### config.mk
export PLATFORM = sky130hd
export DESIGN_NAME = simon64_96_key_expander_flat
export DESIGN_NICKNAME = d
export VERILOG_FILES = /design/src/rtl/simon64_96_key_expander_pkg.sv /design/src/rtl/simon64_96_key_expander_if.sv /design/src/rtl/simon64_96_key_expander_ks_round.sv /design/src/rtl/simon64_96_key_expander.sv /design/src/flat_wrapper.sv
export SDC_FILE = /design/constraint.sdc
export NUM_CORES = 2
export LEC_CHECK = 0
export CAP_MARGIN = 30
export CELL_PAD_IN_SITES_DETAIL_PLACEMENT = 0
export CELL_PAD_IN_SITES_GLOBAL_PLACEMENT = 1
export CORE_AREA = 3 3 421 423
export CTS_CLUSTER_DIAMETER = 30
export DETAILED_ROUTE_END_ITERATION = 7
export DIE_AREA = 0 0 424 426
export PLACE_DENSITY = 0.72
export SYNTH_ARGS = -nofsm -noshare
export SYNTH_HDL_FRONTEND = slang
export SYNTH_SLANG_ARGS = --single-unit
### constraint.sdc
create_clock -name clk -period 5.7 [get_ports clk]
set_input_delay 1.71 -clock clk [delete_from_list [all_inputs] [get_ports clk]]
set_output_delay 1.71 -clock clk [all_outputs]
set_load 0.01 [all_outputs]
### src/rtl/simon64_96_key_expander_pkg.sv
// Shared constants, state encoding and helpers for the SIMON64/96 key expander.
// Optional build macro: RK_PARITY_EN (per-entry even-parity storage and check).
package simon64_96_key_expander_pkg;

    localparam int WORD   = 32;   // round-key / half-block width n
    localparam int KWORDS = 3;    // master-key words m
    localparam int ROUNDS = 42;   // round count T = register-file depth
    localparam int IDX_W  = 6;    // width of idx / zPtr / rdAddr

    localparam logic [IDX_W-1:0] FIRST_GEN_IDX = 6'd3;   // first generated entry (== KWORDS)
    localparam logic [IDX_W-1:0] LAST_IDX      = 6'd41;  // last entry (ROUNDS-1)

    // SIMON z2 sequence; bit 0 is the first element used (leftmost in the usual notation).
    localparam logic [61:0] Z2 = 62'b11_0011011010_0111111000_1000010100_0110010010_1100000011_1011110101;

    // Round constant c = 2^n - 4; folds the NOT of k[i-m] and the constant 3 together.
    localparam logic [WORD-1:0] C_CONST = 32'hFFFF_FFFC;

    typedef enum logic [0:0] {
        ST_IDLE   = 1'b0,
        ST_EXPAND = 1'b1
    } state_e;

    // Even-parity bit: makes the total count of ones across word and bit even.
    function automatic logic even_parity(input logic [WORD-1:0] w);
        return ^w;
    endfunction

endpackage

### src/rtl/simon64_96_key_expander_if.sv
// Handshake and read-port bundle between the key expander and the cipher stage.
// Optional build macro: RK_PARITY_EN adds the rkParityErr signal.
interface simon64_96_key_expander_if;
    import simon64_96_key_expander_pkg::*;

    logic                 start;
    logic [95:0]          key;
    logic                 busy;
    logic                 keysValid;
    logic                 done;
    logic [IDX_W-1:0]     rdAddr;
    logic [WORD-1:0]      rdData;
`ifdef RK_PARITY_EN
    logic                 rkParityErr;
`endif

    // Key-expander side.
    modport slave (
`ifdef RK_PARITY_EN
        output rkParityErr,
`endif
        input  start,
        input  key,
        input  rdAddr,
        output busy,
        output keysValid,
        output done,
        output rdData
    );

    // Consumer (cipher / controller) side.
    modport master (
`ifdef RK_PARITY_EN
        input  rkParityErr,
`endif
        output start,
        output key,
        output rdAddr,
        input  busy,
        input  keysValid,
        input  done,
        input  rdData
    );

endinterface

### src/rtl/simon64_96_key_expander_ks_round.sv
// One SIMON64/96 key-schedule step (m = 3), purely combinational:
//   t = ROR3(kPrev1); t ^= ROR1(t); kNext = kPrev3 ^ t ^ z ^ 0xFFFF_FFFC
module simon_ks_round
    import simon64_96_key_expander_pkg::*;
(
    input  logic [WORD-1:0] kPrev3,
    input  logic [WORD-1:0] kPrev1,
    input  logic            zBit,
    output logic [WORD-1:0] kNext
);

    logic [WORD-1:0] w_ror3;
    logic [WORD-1:0] w_t;

    assign w_ror3 = {kPrev1[2:0], kPrev1[WORD-1:3]};
    assign w_t    = w_ror3 ^ {w_ror3[0], w_ror3[WORD-1:1]};
    assign kNext  = kPrev3 ^ w_t ^ {{(WORD-1){1'b0}}, zBit} ^ C_CONST;

endmodule

### src/rtl/simon64_96_key_expander.sv
// Iterative SIMON64/96 key schedule: loads the 3 master-key words, then
// generates one round key per clock into a 42-entry register file that the
// cipher stage reads by index. Optional build macro: RK_PARITY_EN.
module simon64_96_key_expander
    import simon64_96_key_expander_pkg::*;
(
    input  logic clk,
    input  logic rst,
    simon64_96_key_expander_if.slave ks_if
);

    state_e           r_state;
    state_e           w_state_next;
    logic [IDX_W-1:0] r_idx;
    logic [IDX_W-1:0] r_zptr;
    logic             r_busy;
    logic             r_keys_valid;
    logic             r_done;
    logic [WORD-1:0]  r_rk [ROUNDS];
`ifdef RK_PARITY_EN
    logic             r_par [ROUNDS];
    logic             w_parity_err;
`endif

    logic             w_accept;
    logic             w_expand;
    logic             w_last;
    logic             w_addr_ok;
    logic [WORD-1:0]  w_k_prev3;
    logic [WORD-1:0]  w_k_prev1;
    logic [WORD-1:0]  w_k_next;
    logic [WORD-1:0]  w_rd_data;

    assign w_accept  = (r_state == ST_IDLE) && ks_if.start;
    assign w_expand  = (r_state == ST_EXPAND);
    assign w_last    = w_expand && (r_idx == LAST_IDX);
    assign w_addr_ok = (ks_if.rdAddr <= LAST_IDX);

    // idx stays within 3..42, so both taps always land inside the file.
    assign w_k_prev3 = r_rk[r_idx - 6'd3];
    assign w_k_prev1 = r_rk[r_idx - 6'd1];

    simon_ks_round u_round (
        .kPrev3 (w_k_prev3),
        .kPrev1 (w_k_prev1),
        .zBit   (Z2[r_zptr]),
        .kNext  (w_k_next)
    );

    // Next-state logic: leave IDLE on start, return after the last entry is written.
    always_comb begin
        w_state_next = r_state;
        case (r_state)
            ST_IDLE: begin
                if (ks_if.start) begin
                    w_state_next = ST_EXPAND;
                end else begin
                    w_state_next = ST_IDLE;
                end
            end
            ST_EXPAND: begin
                if (r_idx == LAST_IDX) begin
                    w_state_next = ST_IDLE;
                end else begin
                    w_state_next = ST_EXPAND;
                end
            end
            default: w_state_next = ST_IDLE;
        endcase
    end

    // State, counters and status flags; start is ignored while expanding.
    always_ff @(posedge clk or posedge rst) begin
        if (rst) begin
            r_state      <= ST_IDLE;
            r_idx        <= FIRST_GEN_IDX;
            r_zptr       <= 6'd0;
            r_busy       <= 1'b0;
            r_keys_valid <= 1'b0;
            r_done       <= 1'b0;
        end else begin
            r_state <= w_state_next;
            if (w_accept) begin
                r_idx        <= FIRST_GEN_IDX;
                r_zptr       <= 6'd0;
                r_busy       <= 1'b1;
                r_keys_valid <= 1'b0;
                r_done       <= 1'b0;
            end else if (w_expand) begin
                r_idx        <= r_idx + 6'd1;
                r_zptr       <= r_zptr + 6'd1;
                r_busy       <= ~w_last;
                r_keys_valid <= w_last;
                r_done       <= w_last;
            end else begin
                r_done       <= 1'b0;
            end
        end
    end

    // Round-key storage; contents are meaningless until keysValid, so no reset.
    always_ff @(posedge clk) begin
        if (w_accept) begin
            r_rk[0] <= ks_if.key[31:0];
            r_rk[1] <= ks_if.key[63:32];
            r_rk[2] <= ks_if.key[95:64];
        end else if (w_expand) begin
            r_rk[r_idx] <= w_k_next;
        end
    end

`ifdef RK_PARITY_EN
    // Parity bits written alongside each round key.
    always_ff @(posedge clk) begin
        if (w_accept) begin
            r_par[0] <= even_parity(ks_if.key[31:0]);
            r_par[1] <= even_parity(ks_if.key[63:32]);
            r_par[2] <= even_parity(ks_if.key[95:64]);
        end else if (w_expand) begin
            r_par[r_idx] <= even_parity(w_k_next);
        end
    end

    // Parity check on the addressed entry, only meaningful once keys are valid.
    always_comb begin
        w_parity_err = 1'b0;
        if (r_keys_valid && w_addr_ok) begin
            w_parity_err = (even_parity(r_rk[ks_if.rdAddr]) != r_par[ks_if.rdAddr]);
        end else begin
            w_parity_err = 1'b0;
        end
    end

    assign ks_if.rkParityErr = w_parity_err;
`endif

    // Combinational read port; out-of-range indices read as zero.
    always_comb begin
        w_rd_data = {WORD{1'b0}};
        if (w_addr_ok) begin
            w_rd_data = r_rk[ks_if.rdAddr];
        end else begin
            w_rd_data = {WORD{1'b0}};
        end
    end

    assign ks_if.rdData    = w_rd_data;
    assign ks_if.busy      = r_busy;
    assign ks_if.keysValid = r_keys_valid;
    assign ks_if.done      = r_done;

endmodule

### src/flat_wrapper.sv
// flat-port wrapper written by rule: the top's interface ports become plain ports
module simon64_96_key_expander_flat import simon64_96_key_expander_pkg::*;
  (clk, rst, ks_if_start, ks_if_key, ks_if_rdAddr, ks_if_busy, ks_if_keysValid, ks_if_done, ks_if_rdData);
  simon64_96_key_expander_if ks_if_i ();
  input  logic clk;
  input  logic rst;
  input wire logic [$bits(ks_if_i.start)-1:0] ks_if_start;
  input wire logic [$bits(ks_if_i.key)-1:0] ks_if_key;
  input wire logic [$bits(ks_if_i.rdAddr)-1:0] ks_if_rdAddr;
  output wire logic [$bits(ks_if_i.busy)-1:0] ks_if_busy;
  output wire logic [$bits(ks_if_i.keysValid)-1:0] ks_if_keysValid;
  output wire logic [$bits(ks_if_i.done)-1:0] ks_if_done;
  output wire logic [$bits(ks_if_i.rdData)-1:0] ks_if_rdData;
  assign ks_if_i.start = ks_if_start;
  assign ks_if_i.key = ks_if_key;
  assign ks_if_i.rdAddr = ks_if_rdAddr;
  assign ks_if_busy = ks_if_i.busy;
  assign ks_if_keysValid = ks_if_i.keysValid;
  assign ks_if_done = ks_if_i.done;
  assign ks_if_rdData = ks_if_i.rdData;
  simon64_96_key_expander u_core (.clk(clk), .rst(rst), .ks_if(ks_if_i));
endmodule
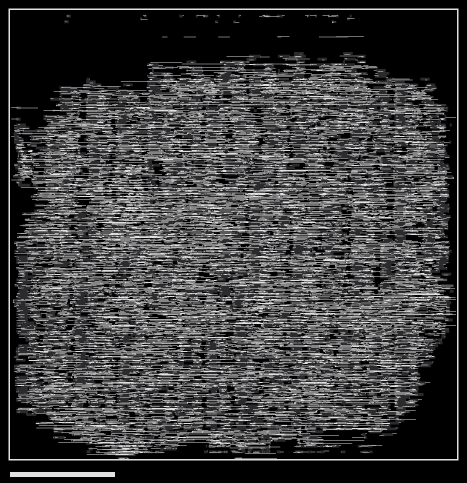
Fig. 1. Signal wires on met1.
Bar = 100 um.
longest straight run: 111 um
nets with wire on the layer: 4584
share of all routed wire: 35%
main direction: horizontal
total wire length: 262 mm
met1 Usage GRT: 37.1%
Via Count: 50300

==> impl_metrics.csv <==
group,metric,value,unit
placed_design,post_dp_cell_area,85700,um^2
global_route,grt_max_degree,120,
placed_design,hpwl,167,mm
status,outcome,"complete, but fails checks",
clock_tree,holdBufCountCts,0,
timing,rsz0062_at_grt,"true",
critical_path,slowest_stage,"mux4_2",
clock_tree,clockBufferDepth,4,
layout,comb_area,34600,um^2
layout,ff_count,1424,
clock_tree,htree_levels,5,
status,violations,"setup timing",
worst_hold_path,hold_path_startpoint,"u_core.ks_if.keysValid$_DFFE_PP0P_",
critical_path,cp_slowest_stage_delay,520,ps
timing,hold_viol,0,
timing,finalSetupViolCount,6,
timing,setup_ws,-32.9,ps
critical_path,path_buffers,4,
critical_path,path_class,"in2out",
layout,regArea,42700,um^2
logic_synthesis,synthArstFlopShare,1.12,%
logic_synthesis,largest_area_cell,"edfxtp_1",
detailed_routing,drc,0,
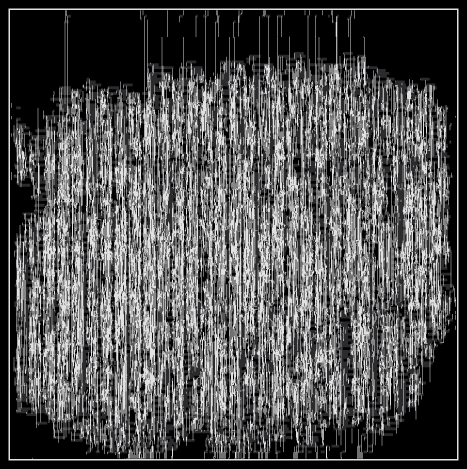
Fig. 2. Metal 2.
wire length on this layer: 126 mm
longest straight run: 161 um
main direction: vertical
share of all routed wire: 48%
nets with wire on the layer: 4403
met2 Track Usage GR: 46.0%

kinds of logic (layout without fill, tap and decap cells):
kind of cell	after synthesis	in the layout	synth area share, %
DFF	1424	1424	54.6
AOI/OAI and AO/OA	265	265	2.41
other	0	3	0
xor gates and xnor gates	75	75	0.841
and+or+nand+nor	584	584	3.05
muxes	1410	1410	36.7
buffers and inverters	409	1154	2.27
adders and majority gates	7	7	0.112
worst max-delay path by stage:
stage | to | cells past startpoint
finish | ks_if_rdData[31] | 8
CTS | ks_if_rdData[16] | 10
global route | ks_if_rdData[31] | 8
global placement | ks_if_rdData[30] | 9
detailed placement | ks_if_rdData[30] | 9
floorplan | ks_if_rdData[24] | 8
cells in the final DEF, fill, tap and decap left out, types with 31 or more instances in the layout:
cell | Yosys | routed
edfxtp_1 | 1408 | 1408
mux4_2 | 1153 | 1153
nand2_1 | 357 | 353
clkbuf_16 | 0 | 324
buf_4 | 14 | 304
mux2i_1 | 166 | 161
buf_12 | 0 | 107
clkdlybuf4s50_1 | 0 | 101
mux2_2 | 85 | 85
nor2_1 | 120 | 81
nand3_1 | 68 | 68
o21ai_0 | 52 | 51
a21oi_1 | 44 | 44
xnor2_1 | 66 | 41
clkinv_2 | 0 | 41
bufinv_16 | 0 | 40
nor2_4 | 0 | 39
clkinv_1 | 0 | 37
clkbuf_1 | 191 | 37
clkinvlp_4 | 0 | 34
a32oi_1 | 33 | 33
a311oi_1 | 31 | 31
flip-flops by register name, summed over array words and instances, names as in the netlist:
signal	count
u_core.ks_if.busy	1
u_core.r_rk	1408
u_core.r_idx	6
u_core.r_zptr	6
u_core.ks_if.keysValid	1
u_core.ks_if.done	1
u_core.r_state	1
what timing repair did:
item                       CTS  global route
resized                    187            26
setup buffers               28             4
setup endpoints to repair   32            27
cloned                      11             1
pin swaps                    1             3
